Figure 1. Placed standard cells (run 1).
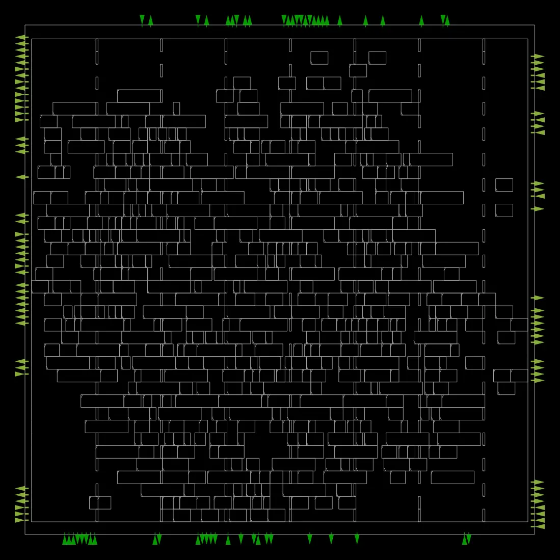
Figure 2. M1 wires (run 1).
Drawn at 4 px/um. Supply wires on this layer in grey. Cells faint in the background.
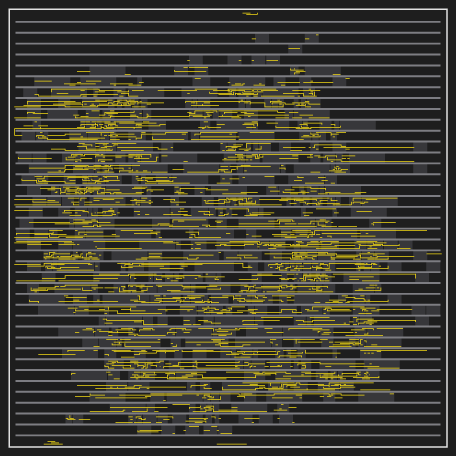
Figure 3. Cell sizes after repair (run 1).
Drawn at 3 px/um.
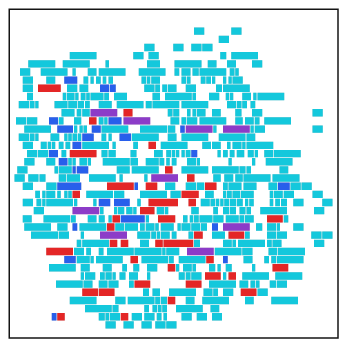
[config.mk]
export PLATFORM = sky130hd
export DESIGN_NAME = header_ram_ctrl
export DESIGN_NICKNAME = d
export VERILOG_FILES = /design/src/rtl/header_ram_ctrl.sv
export SDC_FILE = /design/constraint.sdc
export NUM_CORES = 1
export LEC_CHECK = 0
export CORE_UTILIZATION = 40
export DETAILED_ROUTE_END_ITERATION = 10
export HOLD_SLACK_MARGIN = 0.15
export PLACE_DENSITY = 0.7
export SLEW_MARGIN = 20
export SYNTH_ARGS = -nofsm -noshare
export SYNTH_HDL_FRONTEND = slang
export SYNTH_SLANG_ARGS = --single-unit
[constraint.sdc]
create_clock -name clock -period 5.2 [get_ports clock]
set_input_delay 0.78 -clock clock [delete_from_list [all_inputs] [get_ports clock]]
set_output_delay 0.78 -clock clock [all_outputs]
set_load 0.05 [all_outputs]
[src/rtl/header_ram_ctrl.sv]
// Event-framed circular-buffer controller for a dual-port header RAM.
// Whole events are committed on their last word and read out as an unthrottled word stream.
module header_ram_ctrl #(
    parameter int DATA_WIDTH = 17,
    parameter int RAM_ADRB   = 11
) (
    input  logic                  clock,
    input  logic                  reset_n,
    input  logic                  hdr_wr_en,
    input  logic [DATA_WIDTH-1:0] hdr_wr_data,
    input  logic                  hdr_wr_last,
    input  logic                  rd_req,
    output logic                  rd_busy,
    output logic                  rd_data_vld,
    output logic [DATA_WIDTH-1:0] rd_data,
    output logic                  rd_data_last,
    output logic [RAM_ADRB:0]     evt_count,
    output logic [RAM_ADRB:0]     words_used,
    output logic                  ovf,
    input  logic                  ovf_clr,
    output logic                  ram_wr_wea,
    output logic [RAM_ADRB-1:0]   ram_wr_adra,
    output logic [DATA_WIDTH:0]   ram_wr_dataa,
    output logic                  ram_rd_enb,
    output logic [RAM_ADRB-1:0]   ram_rd_adrb,
    input  logic [DATA_WIDTH:0]   ram_rd_datab
);

    localparam int PW = RAM_ADRB + 1;
    localparam logic [PW-1:0] DEPTH = {1'b1, {RAM_ADRB{1'b0}}};

    typedef enum logic [1:0] {W_IDLE, W_FILL, W_DISCARD} wstate_t;
    typedef enum logic       {R_IDLE, R_STREAM}          rstate_t;

    wstate_t               wstate_q, wstate_d;
    rstate_t               rstate_q, rstate_d;
    logic [PW-1:0]         wptr_q, wptr_d;
    logic [PW-1:0]         cptr_q, cptr_d;
    logic [PW-1:0]         rptr_q, rptr_d;
    logic [PW-1:0]         evt_q, evt_d;
    logic                  ovf_q, ovf_d;
    logic                  enb_q, enb_d;
    logic [RAM_ADRB-1:0]   adrb_q, adrb_d;
    logic                  vld_q, vld_d;

    logic full, wr_live, wr_accept, wr_overflow, commit, rd_last_word;

    // Pointers carry one extra wrap bit so a completely full buffer reads DEPTH.
    assign words_used   = wptr_q - rptr_q;
    assign rd_last_word = vld_q & ram_rd_datab[DATA_WIDTH];
    // The word leaving on the read side this cycle frees its slot for the writer now.
    assign full         = (words_used == DEPTH) && !vld_q;
    assign wr_live      = hdr_wr_en && (wstate_q != W_DISCARD);
    assign wr_accept    = wr_live && !full;
    assign wr_overflow  = wr_live && full;
    assign commit       = wr_accept && hdr_wr_last;

    assign ram_wr_wea   = wr_accept;
    assign ram_wr_adra  = wptr_q[RAM_ADRB-1:0];
    assign ram_wr_dataa = {hdr_wr_last, hdr_wr_data};
    assign ram_rd_enb   = enb_q;
    assign ram_rd_adrb  = adrb_q;

    assign rd_busy      = (rstate_q == R_STREAM);
    assign rd_data_vld  = vld_q;
    assign rd_data      = ram_rd_datab[DATA_WIDTH-1:0];
    assign rd_data_last = ram_rd_datab[DATA_WIDTH];
    assign evt_count    = evt_q;
    assign ovf          = ovf_q;

    always_comb begin
        wstate_d = wstate_q;
        wptr_d   = wptr_q;
        cptr_d   = cptr_q;
        ovf_d    = ovf_q;
        if (ovf_clr) begin
            ovf_d = 1'b0;
        end
        if (wr_accept) begin
            wptr_d = wptr_q + PW'(1);
            if (hdr_wr_last) begin
                cptr_d   = wptr_q + PW'(1);
                wstate_d = W_IDLE;
            end else begin
                wstate_d = W_FILL;
            end
        end else if (wr_overflow) begin
            wptr_d   = cptr_q;
            ovf_d    = 1'b1;
            wstate_d = hdr_wr_last ? W_IDLE : W_DISCARD;
        end else if (hdr_wr_en && hdr_wr_last && wstate_q == W_DISCARD) begin
            wstate_d = W_IDLE;
        end
    end

    always_comb begin
        evt_d = evt_q;
        case ({commit, rd_last_word})
            2'b10:   evt_d = evt_q + PW'(1);
            2'b01:   evt_d = evt_q - PW'(1);
            default: evt_d = evt_q;
        endcase
    end

    always_comb begin
        rstate_d = rstate_q;
        enb_d    = enb_q;
        adrb_d   = adrb_q;
        vld_d    = 1'b0;
        rptr_d   = rptr_q + PW'(vld_q);
        case (rstate_q)
            R_IDLE: begin
                if (rd_req && evt_q != '0) begin
                    rstate_d = R_STREAM;
                    enb_d    = 1'b1;
                    adrb_d   = rptr_q[RAM_ADRB-1:0];
                end
            end
            R_STREAM: begin
                // One speculative read past the last word is issued and simply never flagged valid.
                adrb_d = adrb_q + RAM_ADRB'(1);
                vld_d  = enb_q;
                if (rd_last_word) begin
                    rstate_d = R_IDLE;
                    enb_d    = 1'b0;
                    vld_d    = 1'b0;
                end
            end
            default: rstate_d = R_IDLE;
        endcase
    end

    always_ff @(posedge clock or negedge reset_n) begin
        if (!reset_n) begin
            wstate_q <= W_IDLE;
            rstate_q <= R_IDLE;
            wptr_q   <= '0;
            cptr_q   <= '0;
            rptr_q   <= '0;
            evt_q    <= '0;
            ovf_q    <= 1'b0;
            enb_q    <= 1'b0;
            adrb_q   <= '0;
            vld_q    <= 1'b0;
        end else begin
            wstate_q <= wstate_d;
            rstate_q <= rstate_d;
            wptr_q   <= wptr_d;
            cptr_q   <= cptr_d;
            rptr_q   <= rptr_d;
            evt_q    <= evt_d;
            ovf_q    <= ovf_d;
            enb_q    <= enb_d;
            adrb_q   <= adrb_d;
            vld_q    <= vld_d;
        end
    end

endmodule

==> flow_metrics.env, run 1 <==
# flow metrics
export IMPL_outcome="completed"
export IMPL_clock_path_buffers=2
export IMPL_cts_num_sinks=65
export IMPL_min_to="wstate_q[1]"
export IMPL_synth_stat_cells=494
export IMPL_yosys_most_used_dff="dfrtp_1"
export IMPL_log_warning_count=28
export IMPL_worstPathArrival_ns=5.31
export IMPL_ys_sh_xor=0.0898
export IMPL_yosys_warnings=0
export IMPL_grt_max_degree=66
export IMPL_io_pins=128
export IMPL_final_cells=661
export IMPL_async_flop_share=1.00
export IMPL_ys_sh_mux=0.0808
export IMPL_ys_area_mm2=0.00458
export IMPL_timing_fmax_mhz=198
export IMPL_viasPerCell=5.38
export IMPL_clk_latency_ns=0.33
export IMPL_critPathMaxFanout=9
export IMPL_drive_above_1_share=0.146
export IMPL_num_antenna_cells=0
export IMPL_drt_pass1_iter_count=4
export IMPL_grt_first_pass_wirelength_um=17400
export IMPL_syn_inst=494
export IMPL_setup_violations=0
export IMPL_worst_setup_path_end_kind="flop"
export IMPL_reg2regPathDepth=23
export IMPL_drc=0
export IMPL_avgSynthCellArea_um2=9.28
export IMPL_crit_required_ns=5.46
export IMPL_hp_class="flop to flop"
export IMPL_avgRoutedWirePerCell_um=16.2
export IMPL_relSlewSlack=0.424
export IMPL_critPathLaunchType="flop"
export IMPL_maxSlewViolCount=0
export IMPL_die_h_um=109
export IMPL_grt_use_met3=0.0424
export IMPL_grt_ovfl_total=0
export IMPL_grt_met1_usage=0.241
export IMPL_maxCapViolCount=0
export IMPL_rr_startpoint="wptr_q[0]"
export IMPL_met1Wirelength_um=4740
export IMPL_top_area_cell="dfrtp_1"
export IMPL_numSynthFlops=65
export IMPL_edf_count=0
export IMPL_first_global_vias=3581
export IMPL_area_leaders="dfrtp_1 (35%), buf_4 (7.7%), ha_1 (7.1%), xnor2_1 (5.7%), mux2i_1 (4.1%)"
export IMPL_rsz0062_at_grt="yes"
export IMPL_initCoreUtil=0.417
export IMPL_area_growth_pct=18.8
export IMPL_ys_seq_frac=0.355
export IMPL_fin_crit_ns=5.05
export IMPL_period_used=0.972
export IMPL_max_slew_worst_pin_slew_ns=0.865
export IMPL_drtIter0Drc=127
export IMPL_layout_nets=585
export IMPL_hold_start="wstate_q[1]"
export IMPL_critPathKind="flop to flop"
export IMPL_wl_met2_um=5180
export IMPL_ys_types=49
export IMPL_worstReg2RegEnd="evt_count[11]"
export IMPL_routed_wl_um=10700
export IMPL_ff2ff_setup_slack_ns=0.15
export IMPL_die_width_um=109
export IMPL_portBuffers=59
export IMPL_synthTopLogicFamily="simple AND/OR/NAND/NOR gates"
export IMPL_die_area_mm2=0.0119
export IMPL_tritoncts="yes"
export IMPL_hpwlAfterDp_um=7470
export IMPL_highest_layer="met4"
export IMPL_clk_pin_slew_ns=0.06
export IMPL_hold_violations=0
export IMPL_gp_congestion=0.889
export IMPL_antenna_found_initial=0
export IMPL_setup_slack_ns=0.147
export IMPL_met3_length_um=524
export IMPL_top_area_frac=0.355
export IMPL_synth_compound_area_share=0.121
export IMPL_root_buffer="clkbuf_16"
About Figure 1:
core footprint: 0.0110 mm^2
filler cell count: 1,032

About Figure 2:
The longest straight run is 28.1 um. The layer carries 4,740 um of wire. 508 nets have wire on it. The wires run mostly horizontal. The layer holds 44% of the routed length.

About Figure 3:
Key: drive 2 = blue [cells 27, share 5.2%]; drive 1 or less = cyan [cells 445, share 85%]; drive 6 and up = purple [cells 9, share 1.7%]; drive 3 to 4 = red [cells 40, share 7.7%]

run 1: repair_timing:
action,in CTS,in global routing
setup buffers,1,1
endpoints found under the setup margin,1,4
hold buffers,0,0
pin swaps,0,4
gates resized,1,15
run 1: how the worst max path moves through the flow:
stage	start	to	depth (start not counted)
6_report	wptr_q[0]	evt_count[11]	23
5_1_grt	wptr_q[0]	evt_count[11]	23
4_1_cts	rptr_q[0]	evt_count[10]	22
3_5_place_dp	rptr_q[0]	evt_count[10]	23
3_3_place_gp	rptr_q[0]	evt_count[10]	23
2_1_floorplan	wptr_q[0]	evt_count[10]	27
run 1: state kept, by name (all words and copies together) (netlist names):
| signal | count |
|---|---|
| wptr_q | 12 |
| wstate_q | 2 |
| cptr_q | 12 |
| evt_count | 12 |
| ram_rd_adrb | 11 |
| rptr_q | 12 |
| rd_data_vld | 1 |
| ovf | 1 |
| ram_rd_enb | 1 |
| rd_busy | 1 |
run 1: critical path, stage by stage (launching register included):
cell and delay [ns]:
dfrtp_1 0.34, inv_1 0.07, ha_2 0.19, fa_2 0.35, nand2b_4 0.16, a21oi_4 0.19, nor3_4 0.08, xnor2_4 0.15
or4b_1 0.47, or4_1 0.40, or4_4 0.54, and3_4 0.19, inv_2 0.06, ha_4 0.16, buf_4 0.19, ha_1 0.19
inv_1 0.09, o21ai_1 0.20, a31oi_2 0.14, o21bai_1 0.20, nand2_1 0.09, a21oi_2 0.14, mux2i_1 0.24, xnor2_1 0.14
run 1: through the flow:
stage	hold WS [ns]	instance area [um^2]	setup TNS (ns)	util
2_1_floorplan	0.449	4660	-0.409	-
3_3_place_gp	0.462	5080	0	0.462
3_5_place_dp	0.490	5080	0	0.462
4_1_cts	0.502	5360	0	0.488
5_1_grt	0.521	5450	-0.194	0.496
6_report	0.503	5450	0	0.496
run 1: placed cells by master, fill, tap and decap left out, types with 3 or more instances in the layout:
cell and instances:
nand2_1 44, nor2b_1 6, o21ai_0 24, clkbuf_16 9, ha_4 3, mux2_2 4
a21oi_2 3, clkinv_2 3, nor4_1 4, nand3_1 15, xor2_1 16, and3_1 14
clkdlybuf4s50_1 57, ha_1 21, nand2b_1 3, mux2i_1 19, a21o_1 3, nor3_1 11
dfrtp_1 65, a211oi_1 4, mux2_4 9, xnor2_1 29, inv_1 34, o21bai_1 3
a2bb2oi_1 10, nor2_1 14, buf_4 16, nand4_1 6, a21oi_1 25, or2_2 3
run 1: area by class of cell:
cell class	instances	area, um^2	area share
Timing Repair Buffer	74	696	0.128
Clock inverter	7	47.5	0.00873
Inverter	36	135	0.0248
Multi-Input combinational cell	330	2540	0.466
Tap cell	140	175	0.0322
Sequential cell	65	1630	0.299
Clock buffer	9	225	0.0414
run 1: logic make-up (layout without fill, tap and decap cells):
| logic type | after synthesis | after routing |
|---|---|---|
| buffers and inverters | 99 | 126 |
| muxes | 32 | 32 |
| DFF | 65 | 65 |
| and+or+nand+nor | 133 | 133 |
| adders and majority gates | 28 | 28 |
| AOI/OAI and AO/OA | 90 | 90 |
| xor gates and xnor gates | 47 | 47 |
==> run 2, diff against run 1 <==
- CAP_MARGIN: not set -> 20
Figure 4. Placement density heat map (run 2).
Drawn at 3 px/um. The die is cut into 11 by 11 equal tiles; dark blue is low, red is high, 0 to 100% covered.
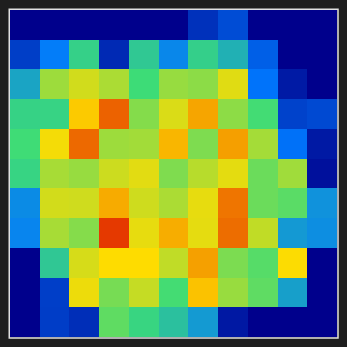
The emptiest ninth of the die: north-east. 17% of the tiles are nearly empty. The fullest tile reaches 94%. The mean over all tiles is 44%.

==> run 2 against run 1 <==
  * Non-clock buffer count is the same
  * Critical path depth is the same
  * Register-to-register slack is essentially flat
  * Cell count unchanged
  * Wire length unchanged
  * Critical endpoint unchanged
==> flow_metrics.env, run 2 <==
# flow metrics
export IMPL_outcome="completed"
export IMPL_yosys_most_used_dff="dfrtp_1"
export IMPL_worstPathArrival_ns=5.31
export IMPL_tritoncts="yes"
export IMPL_rsz0062_at_grt="yes"
export IMPL_hp_class="flop to flop"
export IMPL_clk_latency_ns=0.33
export IMPL_synth_stat_cells=494
export IMPL_period_used=0.972
export IMPL_worst_setup_path_end_kind="flop"
export IMPL_timing_fmax_mhz=198
export IMPL_crit_required_ns=5.46
export IMPL_syn_area_mm2=0.00458
export IMPL_fp_nets=563
export IMPL_setup_violations=0
export IMPL_ys_area_mm2=0.00458
export IMPL_h_tree_depth=3
export IMPL_fin_skew_ns=0.00708
export IMPL_fin_crit_ns=5.05
export IMPL_die_h_um=109
export IMPL_layout_nets=585
export IMPL_vias=3559
export IMPL_antenna_found_initial=0
export IMPL_place_ws_ns=0.0336
export IMPL_critPathLaunchType="flop"
export IMPL_coreArea_mm2=0.0110
export IMPL_grt_first_pass_wirelength_um=17400
export IMPL_worstSetupEndpoint="evt_count[11]"
export IMPL_numCtsBuffers=9
export IMPL_clock_path_buffers=2
export IMPL_syn_inst=494
export IMPL_drive_above_1_share=0.146
export IMPL_viasPerCell=5.38
export IMPL_drt_pass1_iter_count=4
export IMPL_drc=0
export IMPL_initCoreUtil=0.417
export IMPL_ff2ff_setup_slack_ns=0.15
export IMPL_startpoint="wptr_q[0]"
export IMPL_max_slew_worst_pin_slew_ns=0.865
export IMPL_yosys_warnings=0
export IMPL_maxCapViolCount=0
export IMPL_routed_wl_um=10700
export IMPL_hold_violations=0
export IMPL_setup_slack_ns=0.147
export IMPL_ant_nets=0
export IMPL_async_flop_share=1.00
export IMPL_yosys_cell_count_top_type="dfrtp_1"
export IMPL_lay_top_cells="dfrtp_1 (65), clkdlybuf4s50_1 (57), nand2_1 (44)"
export IMPL_die_area_mm2=0.0119
export IMPL_top_area_cell="dfrtp_1"
export IMPL_area_growth_pct=18.8
export IMPL_area_leaders="dfrtp_1 (35%), buf_4 (7.7%), ha_1 (7.1%), xnor2_1 (5.7%), mux2i_1 (4.1%)"
export IMPL_gp_congestion=0.889
export IMPL_grt_util_all_layers=0.189
export IMPL_relSlewSlack=0.424
export IMPL_synthTopCellsByCount="dfrtp_1 (65), buf_4 (47), nand2_1 (44), inv_1 (36), xnor2_1 (30)"
export IMPL_maxSlewViolCount=0
export IMPL_portBuffers=59
export IMPL_root_buffer="clkbuf_16"
export IMPL_first_global_vias=3581
export IMPL_hpwlAfterDp_um=7470
export IMPL_numSynthFlops=65
export IMPL_drtIter0Drc=127
export IMPL_worstReg2RegEnd="evt_count[11]"
export IMPL_log_warning_count=28
export IMPL_cts_num_sinks=65
export IMPL_top_area_frac=0.355
export IMPL_lay_top_count="dfrtp_1"
export IMPL_die_width_um=109
export IMPL_placementRows=38
export IMPL_grt_ovfl_total=0
export IMPL_ys_types=49
export IMPL_critPathMaxFanout=9
export IMPL_clk_pin_slew_ns=0.06
export IMPL_num_antenna_cells=0
export IMPL_critPathKind="flop to flop"
export IMPL_reg2regPathDepth=23
export IMPL_io_pins=128
export IMPL_cts_hold_buf=0
export IMPL_whs_ns=0.503
export IMPL_rr_startpoint="wptr_q[0]"
export IMPL_ys_seq_frac=0.355
export IMPL_avgRoutedWirePerCell_um=16.2
export IMPL_avgSynthCellArea_um2=9.28
export IMPL_edf_count=0
export IMPL_grt_max_degree=66
==> run 2: worst min-delay path by stage <==
| stage | startpoint | to | slack (ns) | cells past startpoint |
|---|---|---|---|---|
| after CTS | wstate_q[1] | wstate_q[1] | 0.50 | 2 |
| final | wstate_q[1] | wstate_q[1] | 0.50 | 2 |
| after floorplan | wstate_q[1] | wstate_q[1] | 0.45 | 2 |
| after detailed placement | wstate_q[1] | wstate_q[1] | 0.49 | 2 |
| after global placement | wstate_q[1] | wstate_q[1] | 0.46 | 2 |
| after global routing | cptr_q[2] | cptr_q[2] | 0.52 | 1 |
==> run 2: through the flow <==
step,TNS (ns),instance area (um^2),util,cells
detailed placement,0,5080,0.462,643
global placement,0,5080,0.462,643
global route,-0.194,5450,0.496,661
floorplan,-0.409,4660,-,494
CTS,0,5360,0.488,660
finish,0,5450,0.496,661
==> run 2: repair_timing <==
item | 4_1_cts | 5_1_grt
gates resized | 1 | 15
endpoints found under the setup margin | 1 | 4
pin swaps | 0 | 4
setup buffers | 1 | 1
gates cloned | 0 | 0
==> run 2: layer usage <==
layer  up-vias  share of wire  GRT usage
li1       1696              -          -
met1      1740           0.44      0.241
met2        87           0.48      0.309
met3        36          0.049     0.0424
met4         0          0.024     0.0772
met5         -              0          0
==> run 2: area by class of cell <==
type	count	area, um^2
Fill cell	1032	5540
Multi-Input combinational cell	330	2540
Sequential cell	65	1630
Timing Repair Buffer	74	696
Clock buffer	9	225
Tap cell	140	175
Inverter	36	135
Clock inverter	7	47.5
==> run 2: logic make-up (layout without fill, tap and decap cells) <==
group           count (synthesis)  in the layout  share of synthesized area
fa+ha+maj                      28             28                     0.0797
flops                          65             65                      0.355
mux                            32             32                     0.0808
compound gates                 90             90                      0.121
buf+inv                        99            126                      0.127
simple gates                  133            133                      0.148
xor+xnor                       47             47                     0.0898
==> run 2: worst max-delay path: stages, from the launching register on <==
cell and delay, ns:
dfrtp_1 0.34, inv_1 0.07, ha_2 0.19, fa_2 0.35
nand2b_4 0.16, a21oi_4 0.19, nor3_4 0.08, xnor2_4 0.15
or4b_1 0.47, or4_1 0.40, or4_4 0.54, and3_4 0.19
inv_2 0.06, ha_4 0.16, buf_4 0.19, ha_1 0.19
inv_1 0.09, o21ai_1 0.20, a31oi_2 0.14, o21bai_1 0.20
nand2_1 0.09, a21oi_2 0.14, mux2i_1 0.24, xnor2_1 0.14
